===== src/rtl/de_pkg.sv =====
// Shared types and constants for the difference-engine sweep controller.
package de_pkg;

  localparam int N_W       = 6;
  localparam int RES_W_DEF = 16;

  typedef enum logic [2:0] {
    ST_IDLE,
    ST_LAUNCH,
    ST_WAIT,
    ST_DWELL,
    ST_FINISH
  } state_t;

  // Bits needed to hold a load value of (count - 1) for the larger of two counts.
  function automatic int cnt_width(input int a, input int b);
    int m;
    m = (a > b) ? a : b;
    return (m < 2) ? 1 : $clog2(m);
  endfunction

endpackage


===== src/rtl/de_dwell_timer.sv =====
// Loadable down-counter that stops at zero; o_zero flags the terminal count.
module de_dwell_timer #(
  parameter int CNT_W = 8
) (
  input  logic             clk,
  input  logic             rst_n,
  input  logic             i_load,
  input  logic [CNT_W-1:0] i_load_val,
  input  logic             i_en,
  output logic             o_zero
);

  logic [CNT_W-1:0] r_cnt;

  always_ff @(posedge clk or negedge rst_n) begin
    if (!rst_n) begin
      r_cnt <= '0;
    end else if (i_load) begin
      r_cnt <= i_load_val;
    end else if (i_en && (r_cnt != '0)) begin
      r_cnt <= r_cnt - CNT_W'(1);
    end
  end

  assign o_zero = (r_cnt == '0);

endmodule


===== src/rtl/de_sweep_ctrl.sv =====
// Sweeps n over [n_first, n_last], launching the difference engine and holding each result for DWELL cycles.
// Optional WAIT timeout enabled by defining DE_SWEEP_TIMEOUT_EN.
module de_sweep_ctrl
  import de_pkg::*;
#(
  parameter int RES_W   = RES_W_DEF,
  parameter int DWELL   = 50_000_000,
  parameter int TIMEOUT = 1_000_000
) (
  input  logic             clk,
  input  logic             reset,
  input  logic             go,
  input  logic             abort,
  input  logic [N_W-1:0]   n_first,
  input  logic [N_W-1:0]   n_last,
  output logic [N_W-1:0]   de_n,
  output logic             de_start,
  input  logic             de_done,
  input  logic [RES_W-1:0] de_result,
  output logic [RES_W-1:0] disp_value,
  output logic             disp_valid,
  output logic             busy,
  output logic             sweep_done,
  output logic             error
);

  // The single timer serves both the dwell and the optional timeout, so it is sized for either.
  localparam int CNT_W = cnt_width(DWELL, TIMEOUT);

  state_t           r_state;
  state_t           w_state_nxt;
  logic             r_go_d;
  logic [N_W-1:0]   r_n_last;
  logic [N_W-1:0]   r_de_n;
  logic [RES_W-1:0] r_disp_value;
  logic             r_disp_valid;
  logic             r_error;

  logic             w_go_rise;
  logic             w_range_ok;
  logic             w_accept;
  logic             w_abort;
  logic             w_capture;
  logic             w_advance;
  logic             w_timeout;
  logic             w_tmr_load;
  logic [CNT_W-1:0] w_tmr_val;
  logic             w_tmr_en;
  logic             w_tmr_zero;
  logic             w_de_start;
  logic             w_busy;
  logic             w_sweep_done;

  assign w_go_rise  = go & ~r_go_d;
  assign w_range_ok = (n_first <= n_last);
  assign w_accept   = (r_state == ST_IDLE) && w_go_rise;
  assign w_abort    = abort && (r_state != ST_IDLE);

  de_dwell_timer #(
    .CNT_W (CNT_W)
  ) u_timer (
    .clk        (clk),
    .rst_n      (reset),
    .i_load     (w_tmr_load),
    .i_load_val (w_tmr_val),
    .i_en       (w_tmr_en),
    .o_zero     (w_tmr_zero)
  );

  always_ff @(posedge clk or negedge reset) begin
    if (!reset) begin
      r_state <= ST_IDLE;
    end else begin
      r_state <= w_state_nxt;
    end
  end

  always_comb begin
    w_state_nxt = r_state;
    w_tmr_load  = 1'b0;
    w_tmr_val   = '0;
    w_tmr_en    = 1'b0;
    w_capture   = 1'b0;
    w_advance   = 1'b0;
    w_timeout   = 1'b0;
    case (r_state)
      ST_IDLE: begin
        if (w_go_rise && w_range_ok) w_state_nxt = ST_LAUNCH;
      end
      ST_LAUNCH: begin
        w_state_nxt = ST_WAIT;
`ifdef DE_SWEEP_TIMEOUT_EN
        w_tmr_load  = 1'b1;
        w_tmr_val   = CNT_W'(TIMEOUT - 1);
`endif
      end
      ST_WAIT: begin
`ifdef DE_SWEEP_TIMEOUT_EN
        w_tmr_en = 1'b1;
`endif
        if (de_done) begin
          w_capture   = 1'b1;
          w_tmr_load  = 1'b1;
          w_tmr_val   = CNT_W'(DWELL - 1);
          w_state_nxt = ST_DWELL;
        end
`ifdef DE_SWEEP_TIMEOUT_EN
        else if (w_tmr_zero) begin
          w_timeout   = 1'b1;
          w_state_nxt = ST_IDLE;
        end
`endif
      end
      ST_DWELL: begin
        w_tmr_en = 1'b1;
        // End test comes before the increment so n_last = 63 never wraps de_n.
        if (w_tmr_zero) begin
          if (r_de_n == r_n_last) begin
            w_state_nxt = ST_FINISH;
          end else begin
            w_advance   = 1'b1;
            w_state_nxt = ST_LAUNCH;
          end
        end
      end
      ST_FINISH: begin
        w_state_nxt = ST_IDLE;
      end
      default: w_state_nxt = ST_IDLE;
    endcase
    // Abort wins over everything, including a de_done in the same cycle.
    if (w_abort) begin
      w_state_nxt = ST_IDLE;
      w_capture   = 1'b0;
      w_advance   = 1'b0;
      w_timeout   = 1'b0;
      w_tmr_load  = 1'b0;
    end
  end

  always_comb begin
    w_de_start   = 1'b0;
    w_sweep_done = 1'b0;
    w_busy       = 1'b1;
    case (r_state)
      ST_IDLE:   w_busy       = 1'b0;
      ST_LAUNCH: w_de_start   = 1'b1;
      ST_FINISH: w_sweep_done = 1'b1;
      default:   ;
    endcase
  end

  always_ff @(posedge clk or negedge reset) begin
    if (!reset) begin
      r_go_d       <= 1'b0;
      r_n_last     <= '0;
      r_de_n       <= '0;
      r_disp_value <= '0;
      r_disp_valid <= 1'b0;
      r_error      <= 1'b0;
    end else begin
      r_go_d <= go;
      if (w_accept) begin
        r_n_last     <= n_last;
        r_error      <= ~w_range_ok;
        r_disp_valid <= 1'b0;
        if (w_range_ok) r_de_n <= n_first;
      end
      if (w_capture) begin
        r_disp_value <= de_result;
        r_disp_valid <= 1'b1;
      end
      if (w_advance) r_de_n <= r_de_n + N_W'(1);
      if (w_timeout) begin
        r_error      <= 1'b1;
        r_disp_valid <= 1'b0;
      end
      if (w_abort) r_disp_valid <= 1'b0;
    end
  end

  assign de_n       = r_de_n;
  assign de_start   = w_de_start;
  assign disp_value = r_disp_value;
  assign disp_valid = r_disp_valid;
  assign busy       = w_busy;
  assign sweep_done = w_sweep_done;
  assign error      = r_error;

endmodule


===== config.mk =====
export PLATFORM = sky130hd
export DESIGN_NAME = de_sweep_ctrl
export DESIGN_NICKNAME = d
export VERILOG_FILES = /design/src/rtl/de_pkg.sv /design/src/rtl/de_dwell_timer.sv /design/src/rtl/de_sweep_ctrl.sv
export SDC_FILE = /design/constraint.sdc
export NUM_CORES = 1
export LEC_CHECK = 0
export CAP_MARGIN = 15
export CORE_MARGIN = 3
export CORE_UTILIZATION = 55
export CTS_BUF_LIST = sky130_fd_sc_hd__clkbuf_2 sky130_fd_sc_hd__clkbuf_4 sky130_fd_sc_hd__clkbuf_8
export CTS_CLUSTER_SIZE = 8
export DETAILED_ROUTE_END_ITERATION = 16
export PLACE_DENSITY = 0.83
export REMOVE_ABC_BUFFERS = 1
export SKIP_LAST_GASP = 1
export SYNTH_ARGS = -nofsm -noshare
export SYNTH_HDL_FRONTEND = slang
export SYNTH_HIERARCHICAL = 1
export SYNTH_SLANG_ARGS = --single-unit

===== constraint.sdc =====
create_clock -name clk -period 5.5 [get_ports clk]
set_clock_uncertainty 0.05 [all_clocks]
set_input_delay 1.65 -clock clk [delete_from_list [all_inputs] [get_ports clk]]
set_output_delay 1.65 -clock clk [all_outputs]
set_load 0.02 [all_outputs]

Figure 1. Local utilization.
(3 px per um) The die is cut into 8 by 8 equal tiles; black is low, pale yellow is high, 0 to 100% covered.
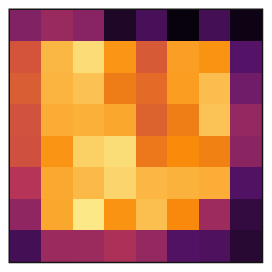
tiles over 75% full	41%
fullest tile	95%
emptiest ninth of the die	lower right
mean over tiles	58%
Pre-Place Util: 0.5888
fin util: 0.7412

Figure 2. The clock network.
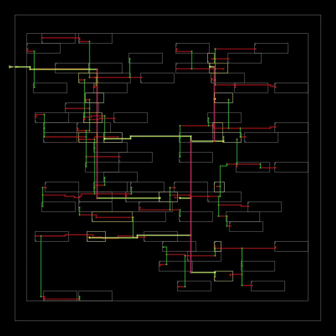
layout clock buffer count: 12
Clock group: 0.411 mW
total CTS buffers: 9
registers: 60
clk latency late pin: 340 ps

Figure 3. Clock network drawn from the DEF.
(6 px per um)
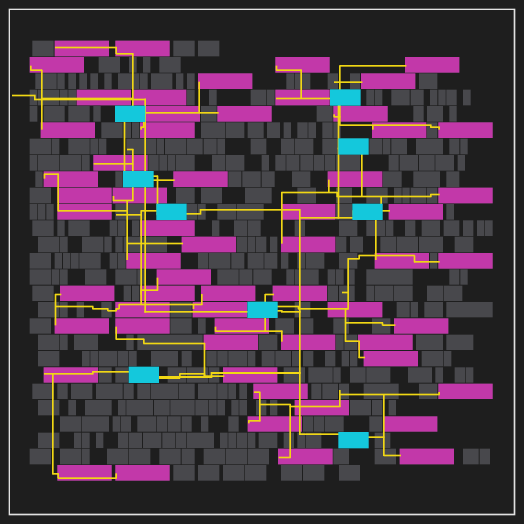
[clock wires] yellow | length: 799 um
[clock drivers] cyan | count: 9
[flip-flops] magenta | count: 60
flops lie	spread over the die
Clk pwr share: 0.192

==> qor.yml <==
cts_setup_buffers: 0
warning_count: 25
hold_depth: 2
setup_viol: 0
gp_congestion: 0.8892
row_count: 27
first_pass_iters: 4
n_fill_cell: 421
gr-total-overflow: 0
nets: 469
cp-start-kind: "input pin"
r2r_cells: 9
clockRootBuffer: "clkbuf_8"
grt_pass1_wl_um: 13560
cts_hold_buf: 0
fp.dieW_um: 83.95
final_antenna_net_count: 0
slew_viol_final: 0
async_reset_ff_frac: 1.000
ff2ff_setup_slack_ps: 2090
status: "completed"
ys_seq_frac: 0.4493
r2r-start: "u_timer/r_cnt[0]"
dp_hpwl_um: 5285
hp-start: "disp_value[15]"
tightest_slew_ps: 934.9
drcViolationCount: 0
cts_buffer_depth: 2
syn-cell-area_um2: 3342
grt_setup_unrepaired: "false"
min_period_ps: 3740
ir_worst_vdd_uv: 306.5
powerDensity_nw_per_um2: 509.4
period_used_share: 0.6799
final_layout_top_logic_cells: "77 x nand2_1, 60 x dfrtp_1, 58 x clkdlybuf4s50_1, 30 x o21ai_0, 21 x nor2_1"
maxCapViolations: 0
io_buffers: 59
flop_cell: "dfrtp_1"
end_kind: "register"
track_usage: 0.2385
ys_warn_count: 6
rr_endpoint: "de_n[5]"
hold_violations: 0
leakage_nw: 1.839
cp_max_fo: 7
wirelength_um: 7790
path_class: "input pin to register"
cts.clk_slew.worst_paths_ps: 70
cts_tree: "yes"
synth.avg_cell_area_um2: 9.181
layout-drive-gt1-share: 0.1016
drt_iter0_drc: 259
viasPerCell: 5.683
synthTopCellsByArea: "dfrtp_1 45%, nand2_1 8.6%, o21ai_0 4.5%, xnor2_1 3.4%, ha_1 3.0%"
cp.arrival_ps: 3910
wl_per_cell_um: 15.43
synth-edff-count: 0
dieArea_um2: 7048
hold_end: "disp_value[15]"
grt_max_degree: 61
yosysCellCount: 364
cts-resized-gates: 0
n_antenna_cell: 0
fp.coreArea_um2: 5675
fin_setup_tns_ps: 0
netlist-cell-type-count: 60
pre_cts_slack_ps: 1444
layout_top_cell: "nand2_1"
grt_pass1_vias: 2940
ys.flops: 60
fmax_mhz: 267.4
ys_area_um2: 3342
relSlewSlack: 0.3740
ios: 60
top_area_cell: "dfrtp_1"
fin_ws_ps: 1760
cts_max_level: 3
antenna_found_initial: 0
finalPower_mw: 2.143
clock-sinks: 60
syn_to_final_growth_pct: 25.87
crit_required_ps: 5670
num_vias: 2870
hp-class: "register to register"
die_y_um: 83.95
synthCells: 364
synth_top_area_share: 0.4493
-- logic make-up after synthesis --
family	synth area share
other cells	0.001122
compound gates	0.1430
fa+ha+maj	0.02995
xor+xnor	0.05766
buf+inv	0.04642
simple gates	0.2400
mux	0.03257
flops	0.4493
-- synthesized netlist by cell type, types with 2 or more instances --
| master | count |
|---|---|
| buf_6 | 2 |
| nor3b_1 | 3 |
| nor2_1 | 21 |
| nor3_1 | 5 |
| o2111ai_1 | 3 |
| nor2b_1 | 2 |
| o22ai_1 | 3 |
| or3b_1 | 2 |
| dfrtp_1 | 60 |
| buf_2 | 2 |
| clkbuf_2 | 2 |
| o41ai_1 | 3 |
| mux2i_1 | 3 |
| nand4_1 | 4 |
| o21ai_0 | 30 |
| xnor2_1 | 13 |
| nand4b_1 | 2 |
| o31ai_1 | 2 |
| clkbuf_1 | 11 |
| and3_1 | 5 |
| o211ai_1 | 7 |
| nor4_1 | 3 |
| and4_1 | 2 |
| o21a_1 | 2 |
| nand2_1 | 77 |
| nor4_4 | 2 |
| ha_1 | 8 |
| a311o_1 | 2 |
| nand3_1 | 3 |
| nand4_2 | 2 |
| xor2_1 | 9 |
| a21oi_1 | 8 |
| inv_1 | 15 |
| mux2_2 | 7 |
| or4_1 | 5 |
| a31oi_1 | 8 |
| or3_1 | 2 |
| o21ai_1 | 2 |
-- registers in the layout (all words and copies together) (netlist names) --
register       count
u_timer/r_cnt     26
disp_value        16
error              1
r_go_d             1
r_n_last           6
r_state            3
de_n               6
disp_valid         1
-- critical path, stage by stage --
cell and delay (ps):
clkdlybuf4s50_1 460, inv_1 60, ha_1 300, and4_1 210, and3_1 180, a31oi_1 260
or2_0 430, nor2_1 90, a311o_1 270
-- worst max path at each step --
stage,depth (start not counted),end,slack (ps),from
floorplan,7,u_timer/r_cnt[13],20,de_done
global placement,9,de_n[0],1520,n_last[5]
detailed placement,9,de_n[0],1440,n_last[5]
CTS,9,de_n[0],1830,n_last[5]
global route,9,de_n[4],1620,u_timer/r_cnt[0]
finish,9,de_n[0],1760,n_last[5]
-- layout make-up --
cell class | instances | area, um^2 | area share
tap | 72 | 90.09 | 0.02142
timing repair buffer | 65 | 630.6 | 0.1499
clock buffer | 12 | 158.9 | 0.03778
multi-input combinational | 276 | 1718 | 0.4084
clock inverter | 4 | 47.55 | 0.01130
sequential | 60 | 1501 | 0.3569
inverter | 16 | 60.06 | 0.01428
-- stage by stage --
stage	instance area, um^2	hold WS, ps	cells
3_3_place_gp	4000	406.8	489
2_1_floorplan	3273	420.4	352
6_report	4207	425.1	505
4_1_cts	4207	429.2	505
3_5_place_dp	4000	412.8	489
5_1_grt	4207	460.6	505
-- power by group --
part | internal (mW) | leakage [nW] | switching [mW]
sequential | 0.641 | 0.738 | 0.215
clock | 0.237 | 0.106 | 0.173
combinational | 0.420 | 0.996 | 0.456
total | 1.30 | 1.84 | 0.844
-- routing by layer --
metal	part of all wire	GRT usage
met3	0.066	0.07897
met1	0.46	0.3160
met5	0	0
met2	0.46	0.3608
met4	0.012	0.09503
Power is estimated from default activity; no workload was simulated.
